`src/rtl/keyer_pkg.sv`:
```
// Shared symbol codes, FSM states and element timing multipliers for the keyer.
package keyer_pkg;

  typedef enum logic [1:0] {
    SYM_DOT      = 2'd0,
    SYM_DASH     = 2'd1,
    SYM_CHAR_GAP = 2'd2,
    SYM_WORD_GAP = 2'd3
  } sym_e;

  typedef enum logic [1:0] {
    S_IDLE    = 2'd0,
    S_KEY_ON  = 2'd1,
    S_KEY_OFF = 2'd2,
    S_GAP     = 2'd3
  } state_e;

  localparam int unsigned MUL_DOT      = 1;
  localparam int unsigned MUL_DASH     = 3;
  localparam int unsigned MUL_OFF      = 1;
  localparam int unsigned MUL_CHAR_GAP = 2;
  localparam int unsigned MUL_WORD_GAP = 6;
  localparam int unsigned MUL_W        = 3;

  // Units spent in the first phase of a symbol (key-down for marks, silence for gaps).
  function automatic logic [MUL_W-1:0] sym_units(sym_e s);
    logic [MUL_W-1:0] u;
    case (s)
      SYM_DOT:      u = MUL_W'(MUL_DOT);
      SYM_DASH:     u = MUL_W'(MUL_DASH);
      SYM_CHAR_GAP: u = MUL_W'(MUL_CHAR_GAP);
      default:      u = MUL_W'(MUL_WORD_GAP);
    endcase
    return u;
  endfunction

  function automatic logic sym_is_key(sym_e s);
    return (s == SYM_DOT) || (s == SYM_DASH);
  endfunction

endpackage

```
`src/rtl/keyer_gen_key_edge.sv`:
```
// Pushbutton conditioner: 2-flop synchroniser, stable-time debounce, one-cycle
// pulse on the debounced falling (press) edge. Button is active-low.
module key_edge #(
  parameter int unsigned DEB_BITS = 16
) (
  input  logic clk_i,
  input  logic rst_ni,
  input  logic btn_ni,
  output logic fall_o
);

  logic                sync1_q, sync2_q;
  logic                deb_q, deb_d;
  logic                fall_q, fall_d;
  logic [DEB_BITS-1:0] cnt_q, cnt_d;

  // The debounced level only follows the synchronised input after it has
  // differed for 2^DEB_BITS consecutive cycles; any bounce restarts the count.
  always_comb begin
    cnt_d  = '0;
    deb_d  = deb_q;
    fall_d = 1'b0;
    if (sync2_q != deb_q) begin
      if (cnt_q == '1) begin
        deb_d  = sync2_q;
        fall_d = ~sync2_q;
      end else begin
        cnt_d = cnt_q + DEB_BITS'(1);
      end
    end
  end

  always_ff @(posedge clk_i or negedge rst_ni) begin
    if (!rst_ni) begin
      sync1_q <= 1'b1;
      sync2_q <= 1'b1;
      deb_q   <= 1'b1;
      fall_q  <= 1'b0;
      cnt_q   <= '0;
    end else begin
      sync1_q <= btn_ni;
      sync2_q <= sync1_q;
      deb_q   <= deb_d;
      fall_q  <= fall_d;
      cnt_q   <= cnt_d;
    end
  end

  assign fall_o = fall_q;

endmodule

```
`src/rtl/keyer_gen.sv`:
```
// Morse keyer: buffers DOT/DASH/gap symbols and plays them on an active-low key
// output at a button-selectable speed, single-shot or looping.
module keyer_gen
  import keyer_pkg::*;
#(
  parameter int unsigned N_SPEEDS  = 8,
  parameter int unsigned UNIT_BASE = 3000000,
  parameter int unsigned UNIT_STEP = 300000,
  parameter int unsigned MSG_DEPTH = 64,
  parameter int unsigned DEB_BITS  = 16
) (
  input  logic                clk,
  input  logic                reset,
  input  logic                sp_up,
  input  logic                sp_dwn,
  input  logic                wr_en,
  input  logic [1:0]          wr_sym,
  input  logic                clr,
  input  logic                start,
  input  logic                stop,
  input  logic                loop,
  output logic                sw_out,
  output logic                busy,
  output logic                full,
  output logic [N_SPEEDS-1:0] ledr
);

  localparam int unsigned AW = (MSG_DEPTH > 1) ? $clog2(MSG_DEPTH) : 1;
  localparam int unsigned CW = AW + 1;
  localparam int unsigned SW = $clog2(N_SPEEDS);
  localparam int unsigned UW = $clog2(UNIT_BASE + 1);

  // ---------------- speed selection ----------------
  logic                up_p, dn_p;
  logic [SW-1:0]       speed_q, speed_d;
  logic [N_SPEEDS-1:0] ledr_q;
  logic [UW-1:0]       unit_len;

  key_edge #(.DEB_BITS(DEB_BITS)) u_up (
    .clk_i (clk),
    .rst_ni(reset),
    .btn_ni(sp_up),
    .fall_o(up_p)
  );

  key_edge #(.DEB_BITS(DEB_BITS)) u_dwn (
    .clk_i (clk),
    .rst_ni(reset),
    .btn_ni(sp_dwn),
    .fall_o(dn_p)
  );

  always_comb begin
    speed_d = speed_q;
    if (up_p && !dn_p && (speed_q != SW'(N_SPEEDS - 1))) begin
      speed_d = speed_q + SW'(1);
    end else if (dn_p && !up_p && (speed_q != '0)) begin
      speed_d = speed_q - SW'(1);
    end
  end

  always_ff @(posedge clk or negedge reset) begin
    if (!reset) begin
      speed_q <= '0;
      ledr_q  <= N_SPEEDS'(1);
    end else begin
      speed_q <= speed_d;
      ledr_q  <= N_SPEEDS'(1) << speed_d;
    end
  end

  assign ledr     = ledr_q;
  assign unit_len = UW'(UNIT_BASE) - UW'(speed_q) * UW'(UNIT_STEP);

  // ---------------- symbol buffer ----------------
  logic [1:0]    mem_q [MSG_DEPTH];
  logic [CW-1:0] count_q, count_d;
  logic          wr_ok;
  state_e        state_q, state_d;

  assign busy = (state_q != S_IDLE);
  assign full = (count_q == CW'(MSG_DEPTH));

  always_comb begin
    count_d = count_q;
    wr_ok   = 1'b0;
    if (!busy) begin
      if (clr) begin
        count_d = '0;
      end else if (wr_en && !full) begin
        count_d = count_q + CW'(1);
        wr_ok   = 1'b1;
      end
    end
  end

  always_ff @(posedge clk or negedge reset) begin
    if (!reset) count_q <= '0;
    else        count_q <= count_d;
  end

  always_ff @(posedge clk) begin
    if (wr_ok) mem_q[count_q[AW-1:0]] <= wr_sym;
  end

  // ---------------- playback FSM ----------------
  logic [AW-1:0]    idx_q, idx_d, load_idx;
  logic [UW-1:0]    ucnt_q, ucnt_d, ulen_q, ulen_d;
  logic [MUL_W-1:0] units_q, units_d;
  logic             load, elem_done, last_sym;
  sym_e             load_sym;

  assign elem_done = (ucnt_q == '0) && (units_q == '0);
  assign last_sym  = (({1'b0, idx_q} + CW'(1)) == count_q);

  // Each element latches its unit length on entry, so a speed change never
  // stretches or shrinks an element that is already running.
  always_comb begin
    state_d  = state_q;
    idx_d    = idx_q;
    ucnt_d   = ucnt_q;
    units_d  = units_q;
    ulen_d   = ulen_q;
    load     = 1'b0;
    load_idx = '0;

    if (ucnt_q != '0) begin
      ucnt_d = ucnt_q - UW'(1);
    end else if (units_q != '0) begin
      units_d = units_q - MUL_W'(1);
      ucnt_d  = ulen_q - UW'(1);
    end

    case (state_q)
      S_IDLE: begin
        if (start && (count_q != '0)) load = 1'b1;
      end
      S_KEY_ON: begin
        if (elem_done) begin
          state_d = S_KEY_OFF;
          ulen_d  = unit_len;
          ucnt_d  = unit_len - UW'(1);
          units_d = MUL_W'(MUL_OFF - 1);
        end
      end
      default: begin
        if (elem_done) begin
          if (!last_sym) begin
            load     = 1'b1;
            load_idx = idx_q + AW'(1);
          end else if (loop) begin
            load = 1'b1;
          end else begin
            state_d = S_IDLE;
          end
        end
      end
    endcase

    load_sym = sym_e'(mem_q[load_idx]);
    if (load) begin
      idx_d   = load_idx;
      state_d = sym_is_key(load_sym) ? S_KEY_ON : S_GAP;
      ulen_d  = unit_len;
      ucnt_d  = unit_len - UW'(1);
      units_d = sym_units(load_sym) - MUL_W'(1);
    end

    if (stop) state_d = S_IDLE;
  end

  always_ff @(posedge clk or negedge reset) begin
    if (!reset) begin
      state_q <= S_IDLE;
      idx_q   <= '0;
      ucnt_q  <= '0;
      ulen_q  <= '0;
      units_q <= '0;
    end else begin
      state_q <= state_d;
      idx_q   <= idx_d;
      ucnt_q  <= ucnt_d;
      ulen_q  <= ulen_d;
      units_q <= units_d;
    end
  end

  assign sw_out = (state_q != S_KEY_ON);

endmodule

```
`config.mk`:
```
export PLATFORM = sky130hd
export DESIGN_NAME = keyer_gen
export DESIGN_NICKNAME = d
export VERILOG_FILES = /design/src/rtl/keyer_pkg.sv /design/src/rtl/keyer_gen_key_edge.sv /design/src/rtl/keyer_gen.sv
export SDC_FILE = /design/constraint.sdc
export NUM_CORES = 1
export LEC_CHECK = 0
export CORE_MARGIN = 2
export CORE_UTILIZATION = 40
export CTS_CLUSTER_DIAMETER = 150
export DETAILED_ROUTE_END_ITERATION = 12
export PLACE_DENSITY = 0.63
export SYNTH_ARGS = -nofsm -noshare
export SYNTH_HDL_FRONTEND = slang
export SYNTH_SLANG_ARGS = --single-unit
```
`constraint.sdc`:
```
create_clock -name clk -period 3.8 [get_ports clk]
set_input_delay 0.76 -clock clk [delete_from_list [all_inputs] [get_ports clk]]
set_output_delay 0.76 -clock clk [all_outputs]
set_load 0.02 [all_outputs]
```
==> run_1/final_clocks.png <==
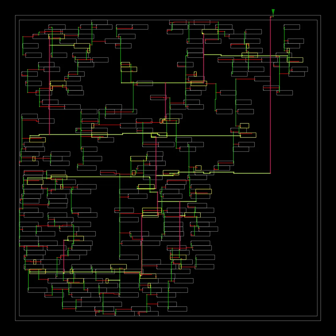
final setup skew: 0.00916 ns
Clk Latency, worst-skew pair: 0.53 ns
clock buffers: 42

==> run_1/clock_map.png <==
Bar = 50 microns.
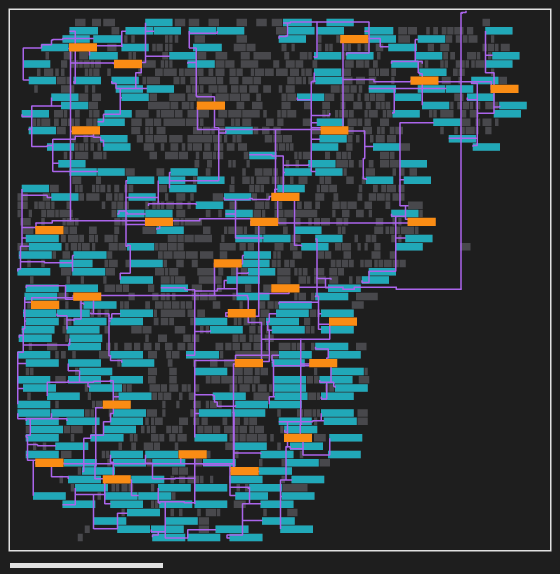
[cyan] flip-flops | count: 236
[orange] cells driving clock nets | count: 27
[purple] clock wires | length: 2930 microns
routed clock nets: 28
flops lie: spread over the die
clk pwr: 2390 uW
clock share of power: 35.2%

==> flow_metrics.tcl, run 1 <==
# collected from the flow reports
set metrics [dict create \
    cts_buffers 27 \
    synth.avg_cell_area_sq_um 10.6 \
    design.portCount 22 \
    rows 63 \
    antenna_left 0 \
    worstMarginPinSlew_ns 1.27 \
    synth_chip_area_sq_mm 0.0119 \
    clockBufferDepth 3 \
    fin_crit_sh_pct 96.1 \
    common_cells "160 x nor2_1, 128 x edfxtp_1, 126 x nand2_1" \
    top_layer_used "met4" \
    fin_nets 1239 \
    synth-compound-area-share_pct 11.7 \
    ys_cells 1129 \
    final_max_slew_viol_count 0 \
    met1_usage_pct 27.5 \
    critPathSlowestCell "or4_4" \
    grt_pass1_wl_mm 48.2 \
    clock-root-buffer "clkbuf_16" \
    fill_cells 2698 \
    wl_met3_mm 2.26 \
    log.warning_count 37 \
    die_y_microns 177 \
    ys_sh_xor_pct 7.15 \
    setup.worst_path.start_class "register" \
    worstPathArrival_ns 4.10 \
    ctsHoldBuffers 0 \
    fp_nets 1164 \
    wire_per_inst_microns 18.8 \
    finalSetupViolations 0 \
    dpl-instance-area_sq_mm 0.0130 \
    top_area_share_pct 32.2 \
    viasPerCell 5.59 \
    synthArstFlopShare_pct 45.8 \
    path_buffers 0 \
    largest_register_ffs 128 \
    hpwl_mm 20.6 \
    leakagePower_uw 0.00523 \
    grtUsageMet3_pct 2.99 \
    fmax_mhz 274 \
    regToRegStartpoint "speed_q[2]$_DFF_PN0_" \
    path_max_fanout 4 \
    rsz0062_at_grt "true" \
    wl_met2_mm 13.7 \
    layoutNonFillerInstCount 1611 \
    grt_antenna_before_repair 0 \
    initial_utilization_pct 40.4 \
    synth_warnings 0 \
    most_common_cell "nor2_1" \
    power_density_mw_per_mm2 489 \
    crit_chain "fa_1 -> ha_2 -> fa_2 -> a21oi_2 -> o21bai_2 -> a21oi_2 -> or3_4 -> and2_4 -> nand3_2 -> xor2_2 -> or4_4 -> or2_2 -> a31oi_1" \
    synthTopLogicFamily "simple AND/OR/NAND/NOR gates" \
    finalInstanceArea_sq_mm 0.0139 \
    gp_congestion 0.914 \
    slew_headroom_pct 15.5 \
    fa_ha_area_share_pct 2.77 \
    ir_drop_uv 444 \
    topCellsByArea "edfxtp_1 32%, dfrtp_1 21%, nor2_1 5.0%" \
    worst-r2r-setup-slack_ns 0.15 \
    end_kind "register" \
    h-tree-depth 1 \
    simple_gate_share_pct 18.0 \
    critical_path.top_delay_family "simple AND/OR/NAND/NOR gates" \
    drt-pass1-iter-count 6 \
    port_buffers 21 \
    slowest_delay_ns 0.55 \
    drt_iter0_drc 842 \
    min_period_ns 3.65 \
    place_inst 1560 \
    fp.dieW_microns 177 \
    synth_flops 236 \
    drt-met1-wl_mm 13.4 \
    path_class "reg -> reg" \
    antenna_cells 0 \
    maxCapViolCount 0 \
    clkTransAtPathRegs_ns 0.05 \
    met2_usage_pct 31.0 \
    cp.depth 13 \
    enable_flop_cells 128 \
    status "complete, no violations" \
    grt-ovfl-total 0 \
    clock-sinks 236 \
    postSynthCellCount 1129 \
    route.vias.total 9001 \
    grt_pass1_vias 8745 \
]
==> run_1/drive_strength.png <==
Bar = 50 microns.
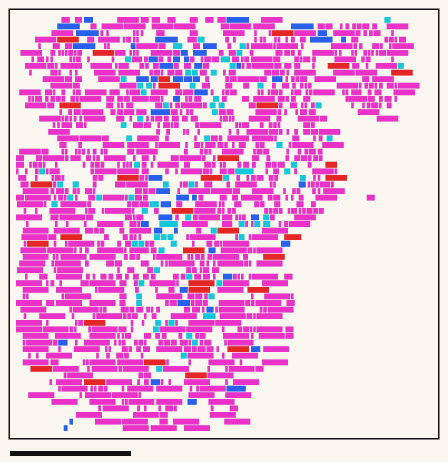
| colour | size | cells | most used |
|---|---|---|---|
| red | drive 6 and up | 31 | clkbuf_16 |
| blue | drive 2 | 53 | mux2_2 |
| cyan | drive 3 to 4 | 77 | buf_4 |
| magenta | drive 1 or less | 1060 | nor2_1 |
area grow syn2layout: 16.3%
Final WS setup: 0.150 ns

## run 1: area by class of cell
| class | instances | area (sq um) | share of cell area (%) |
|---|---|---|---|
| clock inverters | 4 | 47.5 | 0.342 |
| inverters | 29 | 109 | 0.784 |
| well taps | 390 | 488 | 3.51 |
| clock buffers | 42 | 752 | 5.41 |
| repair buffers | 90 | 728 | 5.24 |
| multi-input cells | 820 | 5210 | 37.5 |
| flip-flops and latches | 236 | 6560 | 47.2 |
## run 1: repair_timing
action / CTS / global route
endpoints found under the setup margin: 2 / 10
resized: 2 / 18
buffers inserted: 2 / 3
pin swaps: 2 / 7
## run 1: per-stage QoR
stage	setup TNS, ns	power, uW	hold WS [ns]	util, %
6_report	0	6800	0.301	47.0
5_1_grt	-0.0104	7110	0.362	47.0
4_1_cts	0	6790	0.325	46.6
3_5_place_dp	-0.105	4400	0.351	43.9
3_3_place_gp	0	4380	0.346	43.9
2_1_floorplan	0	4000	0.345	-
## run 1: placed cells by master (no fill, tap or decap), drive strengths merged, types with 14 or more instances in the layout
cell           Yosys  final
dfrtp            101    101
inv               29     29
nor3              31     31
edfxtp           128    128
or3               15     15
a31oi             15     15
mux2i             23     23
clkbuf            30     42
nand2b            14     14
nand3             40     40
o21ai             45     45
ha                20     20
xor2              43     43
a21oi             46     46
xnor2             52     52
nor2             160    160
nand2            126    126
buf               14     72
clkdlybuf4s50      0     18
and3              15     15
## run 1: where the power goes
| group | total, uW | switching [uW] | internal, uW |
|---|---|---|---|
| Clock | 2390 | 979 | 1410 |
| Sequential | 3180 | 259 | 2920 |
| Combinational | 1220 | 741 | 483 |
==> run_1/registers.png <==
Other sequential cells in the stronger grey, the rest of the logic in the fainter grey.
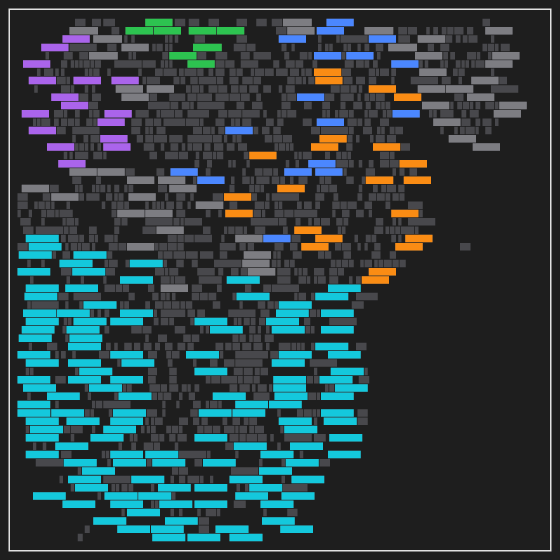

--- run 2 (diff from run 1) ---
--- a/config.mk
+++ b/config.mk
@@ -5,11 +5,12 @@
 export SDC_FILE = /design/constraint.sdc
 export NUM_CORES = 1
 export LEC_CHECK = 0
-export CORE_MARGIN = 2
+export CORE_MARGIN = 8
 export CORE_UTILIZATION = 40
 export CTS_CLUSTER_DIAMETER = 150
 export DETAILED_ROUTE_END_ITERATION = 12
 export PLACE_DENSITY = 0.63
+export REMOVE_ABC_BUFFERS = 1
 export SYNTH_ARGS = -nofsm -noshare
 export SYNTH_HDL_FRONTEND = slang
 export SYNTH_SLANG_ARGS = --single-unit
==> constraint.sdc (replaced) <==
create_clock -name clk -period 3.8 [get_ports clk]
set_input_delay 0.76 -clock clk [delete_from_list [all_inputs] [get_ports clk]]
set_output_delay 0.76 -clock clk [all_outputs]
set_load 0.1 [all_outputs]
==> run_2/registers.png <==
Other sequential cells in the stronger grey, the rest of the logic in the fainter grey.
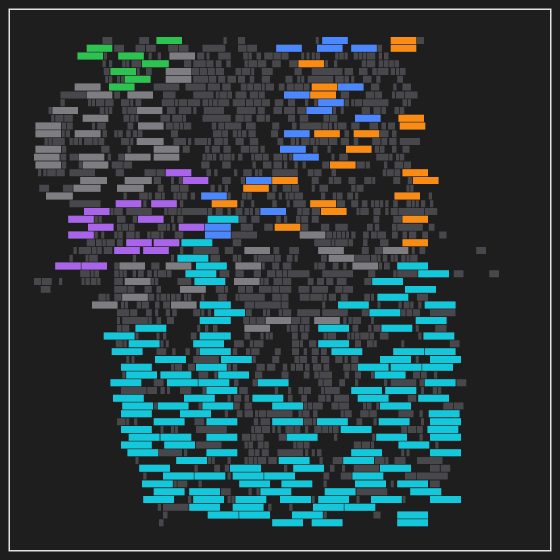
| colour | netlist name | sequential cells |
|---|---|---|
| green | ledr | 8 |
| purple | u_up.cnt_q | 16 |
| blue | ulen_q | 17 |
| orange | ucnt_q | 22 |
| cyan | mem_q | 128 |
not coloured: 45

==> run 2 against run 1 <==
  * Cell area grew 1.4%
  * Cell count grew 0.43%
  * Die area grew 14%
  * Critical path depth is the same
  * Count of clock-buffer cells in the layout shrank 15
  * Sequential power is essentially flat
  * Maximum frequency shrank 1.0%
==> flow_metrics.tcl, run 2 <==
# collected from the flow reports
set metrics [dict create \
    status "complete, no violations" \
    utilization_pct 47.7 \
    dpl-instance-area_sq_mm 0.0130 \
    hpwl_mm 20.6 \
    setup.worst_path.start_class "register" \
    met1_usage_pct 23.7 \
    die_y_microns 189 \
    synthArstFlopShare_pct 45.8 \
    most_common_cell "nor2_1" \
    end_kind "register" \
    enable_flop_cells 128 \
    ys_cells 1129 \
    ctsHoldBuffers 0 \
    seq_area_sq_mm 0.00656 \
    cts_buffers 25 \
    fill_cells 2690 \
    synth_warnings 0 \
    clockBufferDepth 3 \
    initial_utilization_pct 40.4 \
    wl_met3_mm 2.24 \
    synth_flops 236 \
    drt-met1-wl_mm 13.5 \
    clock-sinks 236 \
    layoutNonFillerInstCount 1618 \
    setup_tns_ns 0 \
    clkTransAtPathRegs_ns 0.06 \
    antenna_cells 0 \
    synth.avg_cell_area_sq_um 10.6 \
    comb_area_sq_mm 0.00523 \
    path_class "reg -> reg" \
    finalSetupViolations 0 \
    slew_headroom_pct 24.4 \
    synth_chip_area_sq_mm 0.0119 \
    viasPerCell 5.55 \
    grt_pass1_wl_mm 48.5 \
    port_buffers 21 \
    grt_pass1_vias 8924 \
    drt-pass1-iter-count 5 \
    worst_slack_ns 0.113 \
    worst_clock_skew_ns 0.0167 \
    clock-root-buffer "clkbuf_16" \
    p_total_uw 7190 \
    finalInstanceArea_sq_mm 0.0141 \
    lay_top_cells "158 x nor2_1, 128 x edfxtp_1, 125 x nand2_1" \
    grtUsageMet3_pct 2.42 \
    grt-ovfl-total 0 \
    top_area_share_pct 32.2 \
    slowest_delay_ns 0.57 \
    final_max_slew_viol_count 0 \
    regToRegStartpoint "speed_q[2]$_DFF_PN0_" \
    place_inst 1567 \
    min_period_ns 3.69 \
    fp.dieW_microns 189 \
    wl_met2_mm 13.6 \
    lay_top_count "nor2_1" \
    largest_register_ffs 128 \
    hold_viol_final 0 \
    maxCapViolCount 0 \
    power_density_mw_per_mm2 510 \
    worst-r2r-setup-slack_ns 0.11 \
    grt_antenna_before_repair 0 \
    clk_latency_ns 0.52 \
    antenna_left 0 \
    syn-cell-area_sq_mm 0.0119 \
    common_cells "160 x nor2_1, 128 x edfxtp_1, 126 x nand2_1" \
    critical_path.top_delay_family "simple AND/OR/NAND/NOR gates" \
    gp_congestion 0.939 \
    topCellsByArea "edfxtp_1 32%, dfrtp_1 21%, nor2_1 5.0%" \
    leakagePower_uw 0.00535 \
    worstPathArrival_ns 4.12 \
    fin_nets 1244 \
    critPathSlowestCell "fa_1" \
    crit_chain "fa_1 -> ha_2 -> fa_2 -> a21oi_2 -> o21bai_2 -> a21oi_2 -> or3_4 -> and2_1 -> buf_4 -> xor2_1 -> or4_4 -> or2_4 -> a31oi_1" \
    rows 63 \
    route.vias.total 8983 \
    log.warning_count 35 \
    fin_crit_sh_pct 97.0 \
    drt_iter0_drc 725 \
    worstMarginPinSlew_ns 1.13 \
    wire_per_inst_microns 18.7 \
    design.portCount 22 \
    top_layer_used "met4" \
    fmax_mhz 271 \
    met2_usage_pct 26.0 \
    path_max_fanout 3 \
    holdWs_ns 0.296 \
    post-route-drc-count 0 \
    path_buffers 1 \
]
## run 2: cell counts after synthesis
Identical to the previous run, type by type.
## run 2: layout make-up
type | instances | share of cell area, %
Sequential cell | 236 | 46.5
Multi-Input combinational cell | 820 | 37.1
Timing Repair Buffer | 97 | 5.59
Clock buffer | 27 | 4.71
Tap cell | 390 | 3.46
Clock inverter | 19 | 1.82
Inverter | 29 | 0.773
## run 2: worst max path at each step
stage	slack [ns]	startpoint	end	cells after the start
floorplan	-1.20	idx_q[0]$_DFFE_PN0P_	ucnt_q[6]$_DFF_PN0_	11
finish	0.11	speed_q[2]$_DFF_PN0_	ucnt_q[17]$_DFF_PN0_	13
CTS	0.04	speed_q[0]$_DFF_PN0_	ucnt_q[19]$_DFF_PN0_	13
global placement	-0.01	speed_q[0]$_DFF_PN0_	ucnt_q[17]$_DFF_PN0_	12
global route	-0.03	speed_q[2]$_DFF_PN0_	ucnt_q[19]$_DFF_PN0_	15
detailed placement	-0.14	speed_q[0]$_DFF_PN0_	ucnt_q[19]$_DFF_PN0_	12
## run 2: kinds of logic (layout without fill, tap and decap cells)
group	count (synthesis)	after routing	share of synthesized area (%)
buffers and inverters	73	172	2.47
AND/OR/NAND/NOR	463	463	18.0
flip-flops	236	236	54.9
XOR/XNOR	96	96	7.15
adder cells (fa/ha/maj)	24	24	2.77
AND-OR/OR-AND	204	204	11.7
multiplexers	33	33	3.00
## run 2: where the power goes
| part | leakage (uW) | internal, uW | switching [uW] | total [uW] |
|---|---|---|---|---|
| clock network | 0.000447 | 1670 | 1000 | 2680 |
| logic | 0.00238 | 498 | 859 | 1360 |
| registers | 0.00252 | 2920 | 236 | 3160 |
## run 2: repair_timing
action / 4_1_cts / 5_1_grt
endpoints found under the setup margin: 2 / 7
resized: 3 / 27
pin swaps: 1 / 11
setup buffers: 1 / 4
==> run_2/clock_map.png <==
Bar = 50 microns.
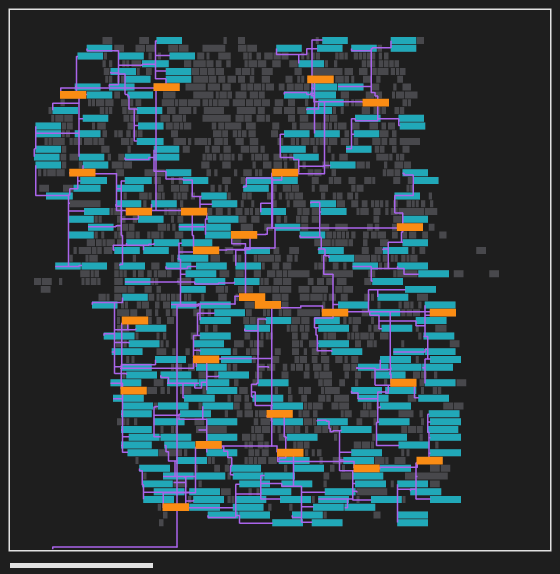

--- run 3 (diff from run 2) ---
--- a/config.mk
+++ b/config.mk
@@ -5,9 +5,9 @@
 export SDC_FILE = /design/constraint.sdc
 export NUM_CORES = 1
 export LEC_CHECK = 0
+export CAP_MARGIN = 25
 export CORE_MARGIN = 8
 export CORE_UTILIZATION = 40
-export CTS_CLUSTER_DIAMETER = 150
 export DETAILED_ROUTE_END_ITERATION = 12
 export PLACE_DENSITY = 0.63
 export REMOVE_ABC_BUFFERS = 1
==> run_3/clock_map.png <==
Bar = 50 microns.
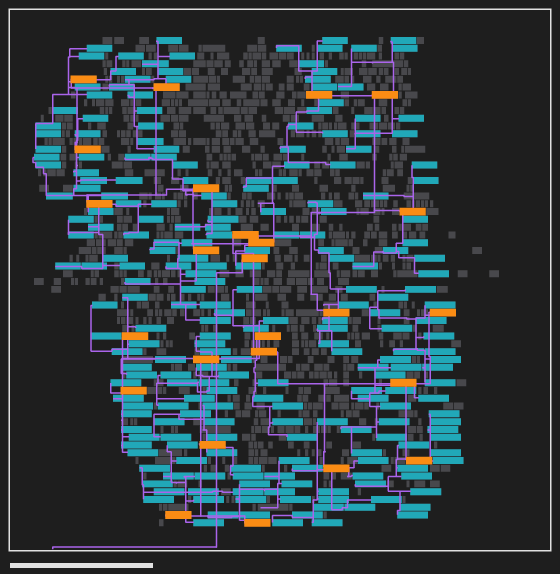
[cyan] flip-flops | count: 236
[orange] cells driving clock nets | count: 25
[purple] clock wires | length: 2850 microns
routed clock nets: 26

==> run 3 against run 2 <==
  * Core utilization decreased by 0.15 points
  * Maximum frequency about the same
  * Sequential cell count unchanged
  * Critical path depth increased by 2
==> flow_metrics.tcl, run 3 <==
# collected from the flow reports
set metrics [dict create \
    grtUsageMet3_pct 2.20 \
    synth_warnings 0 \
    path_class "reg -> reg" \
    cts_tree "yes" \
    slew_headroom_pct 34.4 \
    utilization_pct 47.5 \
    design.portCount 22 \
    maxCapViolCount 0 \
    post-route-drc-count 0 \
    area_growth_pct 17.6 \
    fin_crit_sh_pct 97.0 \
    critPathSlowestCell "fa_1" \
    layoutNonFillerInstCount 1615 \
    gr-max-usage-layer "met2" \
    route.vias.total 8934 \
    rsz0062_at_grt "true" \
    synth_chip_area_sq_mm 0.0119 \
    largest_register_ffs 128 \
    hpwl_mm 20.7 \
    rows 63 \
    place_ws_ns -0.121 \
    met1_usage_pct 23.8 \
    h-tree-depth 1 \
    path_buffers 2 \
    p_total_uw 7120 \
    clkTransAtPathRegs_ns 0.06 \
    clock-sinks 236 \
    fp.dieW_microns 189 \
    seq_area_sq_mm 0.00656 \
    common_cells "160 x nor2_1, 128 x edfxtp_1, 126 x nand2_1" \
    holdWs_ns 0.295 \
    wire_per_inst_microns 18.8 \
    ys_sh_xor_pct 7.15 \
    postSynthCellCount 1129 \
    finalInstanceArea_sq_mm 0.0140 \
    topCellsByArea "edfxtp_1 32%, dfrtp_1 21%, nor2_1 5.0%" \
    fin_nets 1243 \
    seq_area_frac_synth_pct 54.9 \
    worstMarginPinSlew_ns 0.980 \
    path_max_fanout 3 \
    core-area_sq_mm 0.0296 \
    synth-compound-area-share_pct 11.7 \
    most_common_cell "nor2_1" \
    dominantRegCellSynth "edfxtp_1" \
    cts_buffers 25 \
    slowest_delay_ns 0.57 \
    synth_area_leader_cell "edfxtp_1" \
    grt_pass1_wl_mm 49.0 \
    met2_usage_pct 26.6 \
    die_y_microns 189 \
    ys_cells 1129 \
    wl_met3_mm 1.81 \
    worst_clock_skew_ns 0.0103 \
    clock-root-buffer "clkbuf_16" \
    log.warning_count 36 \
    viasPerCell 5.53 \
    worstPathArrival_ns 4.03 \
    grt-ovfl-total 0 \
    lay_top_count "nor2_1" \
    clockBufferDepth 3 \
    power_density_mw_per_mm2 507 \
    hp-class "in -> async" \
    dpl-instance-area_sq_mm 0.0130 \
    clk_latency_ns 0.51 \
    min_period_ns 3.69 \
    comb_area_sq_mm 0.00521 \
    layout-drive-gt1-share_pct 14.1 \
    port_buffers 21 \
    enable_flop_cells 128 \
    mux_area_share_pct 3.00 \
    critPathMostFrequentCell "buf_4" \
    fa_ha_area_share_pct 2.77 \
    initial_utilization_pct 40.4 \
    final_max_slew_viol_count 0 \
    gp_congestion 0.939 \
    wl_met2_mm 13.9 \
    synthArstFlopShare_pct 45.8 \
    leakagePower_uw 0.00530 \
    synth_flops 236 \
    ctsHoldBuffers 0 \
    antenna_cells 0 \
    end_kind "register" \
    place_inst 1568 \
    synth.avg_cell_area_sq_um 10.6 \
    setup.worst_path.start_class "register" \
    top_layer_used "met4" \
    grtUsageTotal_pct 16.9 \
    antenna_left 0 \
    simple_gate_share_pct 18.0 \
    drt-pass1-iter-count 5 \
    grt_antenna_before_repair 0 \
    grt_pass1_vias 8986 \
    setup_tns_ns 0 \
    post_cts_buffers 1 \
    fmax_mhz 271 \
    dieArea_sq_mm 0.0356 \
    drt-met1-wl_mm 13.7 \
    ys_types 76 \
    crit_chain "fa_1 -> ha_2 -> fa_2 -> a21oi_1 -> o21bai_2 -> a21oi_2 -> or3_4 -> and2_0 -> buf_4 -> a2111o_1 -> nand2_2 -> o21ai_0 -> xnor2_1 -> buf_4 -> a31oi_2" \
    grt_max_degree 65 \
    lay_top_cells "158 x nor2_1, 128 x edfxtp_1, 124 x nand2_1" \
    hold_viol_final 0 \
    cts_resized 2 \
    top_area_share_pct 32.2 \
    ir_drop_uv 335 \
    drt_wl_total_mm 30.3 \
    drt_iter0_drc 713 \
    worst_slack_ns 0.115 \
    finalSetupViolations 0 \
    syn-cell-area_sq_mm 0.0119 \
    cp.required_ns 4.14 \
    synthTopLogicFamily "simple AND/OR/NAND/NOR gates" \
    fill_cells 2681 \
    critical_path.top_delay_family "adder cells" \
    status "complete, no violations" \
]
-- run 3: path summary, 6_finish.rpt --
check	from	to	slack (ns)	depth (start not counted)
setup reg to reg	speed_q[2]$_DFF_PN0_	ucnt_q[19]$_DFF_PN0_	0.11	15
max in group asynchronous	reset	u_up.sync2_q$_DFF_PN1_	2.68	2
hold / removal	reset	ucnt_q[18]$_DFF_PN0_	0.30	1
setup / recovery	speed_q[2]$_DFF_PN0_	ucnt_q[19]$_DFF_PN0_	0.11	15
hold reg to reg	u_up.sync1_q$_DFF_PN1_	u_up.sync2_q$_DFF_PN1_	0.36	0
min in group clk	u_up.sync1_q$_DFF_PN1_	u_up.sync2_q$_DFF_PN1_	0.36	0
-- run 3: worst reg2reg max path, stage by stage, from the launching register on --
cell and delay [ns]:
dfrtp_1 0.40, fa_1 0.57, ha_2 0.21, fa_2 0.25, a21oi_1 0.09, o21bai_2 0.22
a21oi_2 0.09, or3_4 0.35, and2_0 0.19, buf_4 0.15, a2111o_1 0.41, nand2_2 0.10
o21ai_0 0.10, xnor2_1 0.18, buf_4 0.14, a31oi_2 0.09
-- run 3: power breakdown --
group | switching, uW | internal [uW] | total, uW
clock network | 974 | 1630 | 2600
logic | 853 | 501 | 1350
registers | 239 | 2920 | 3160
total | 2070 | 5050 | 7120
-- run 3: final cells by class --
| type | count | share of cell area [%] |
|---|---|---|
| clock buffer | 35 | 5.01 |
| sequential | 236 | 46.7 |
| tap | 390 | 3.47 |
| clock inverter | 9 | 1.25 |
| multi-input combinational | 820 | 37.1 |
| inverter | 29 | 0.775 |
| timing repair buffer | 96 | 5.76 |
No activity file was given, so power comes from the tool's default toggle rates.
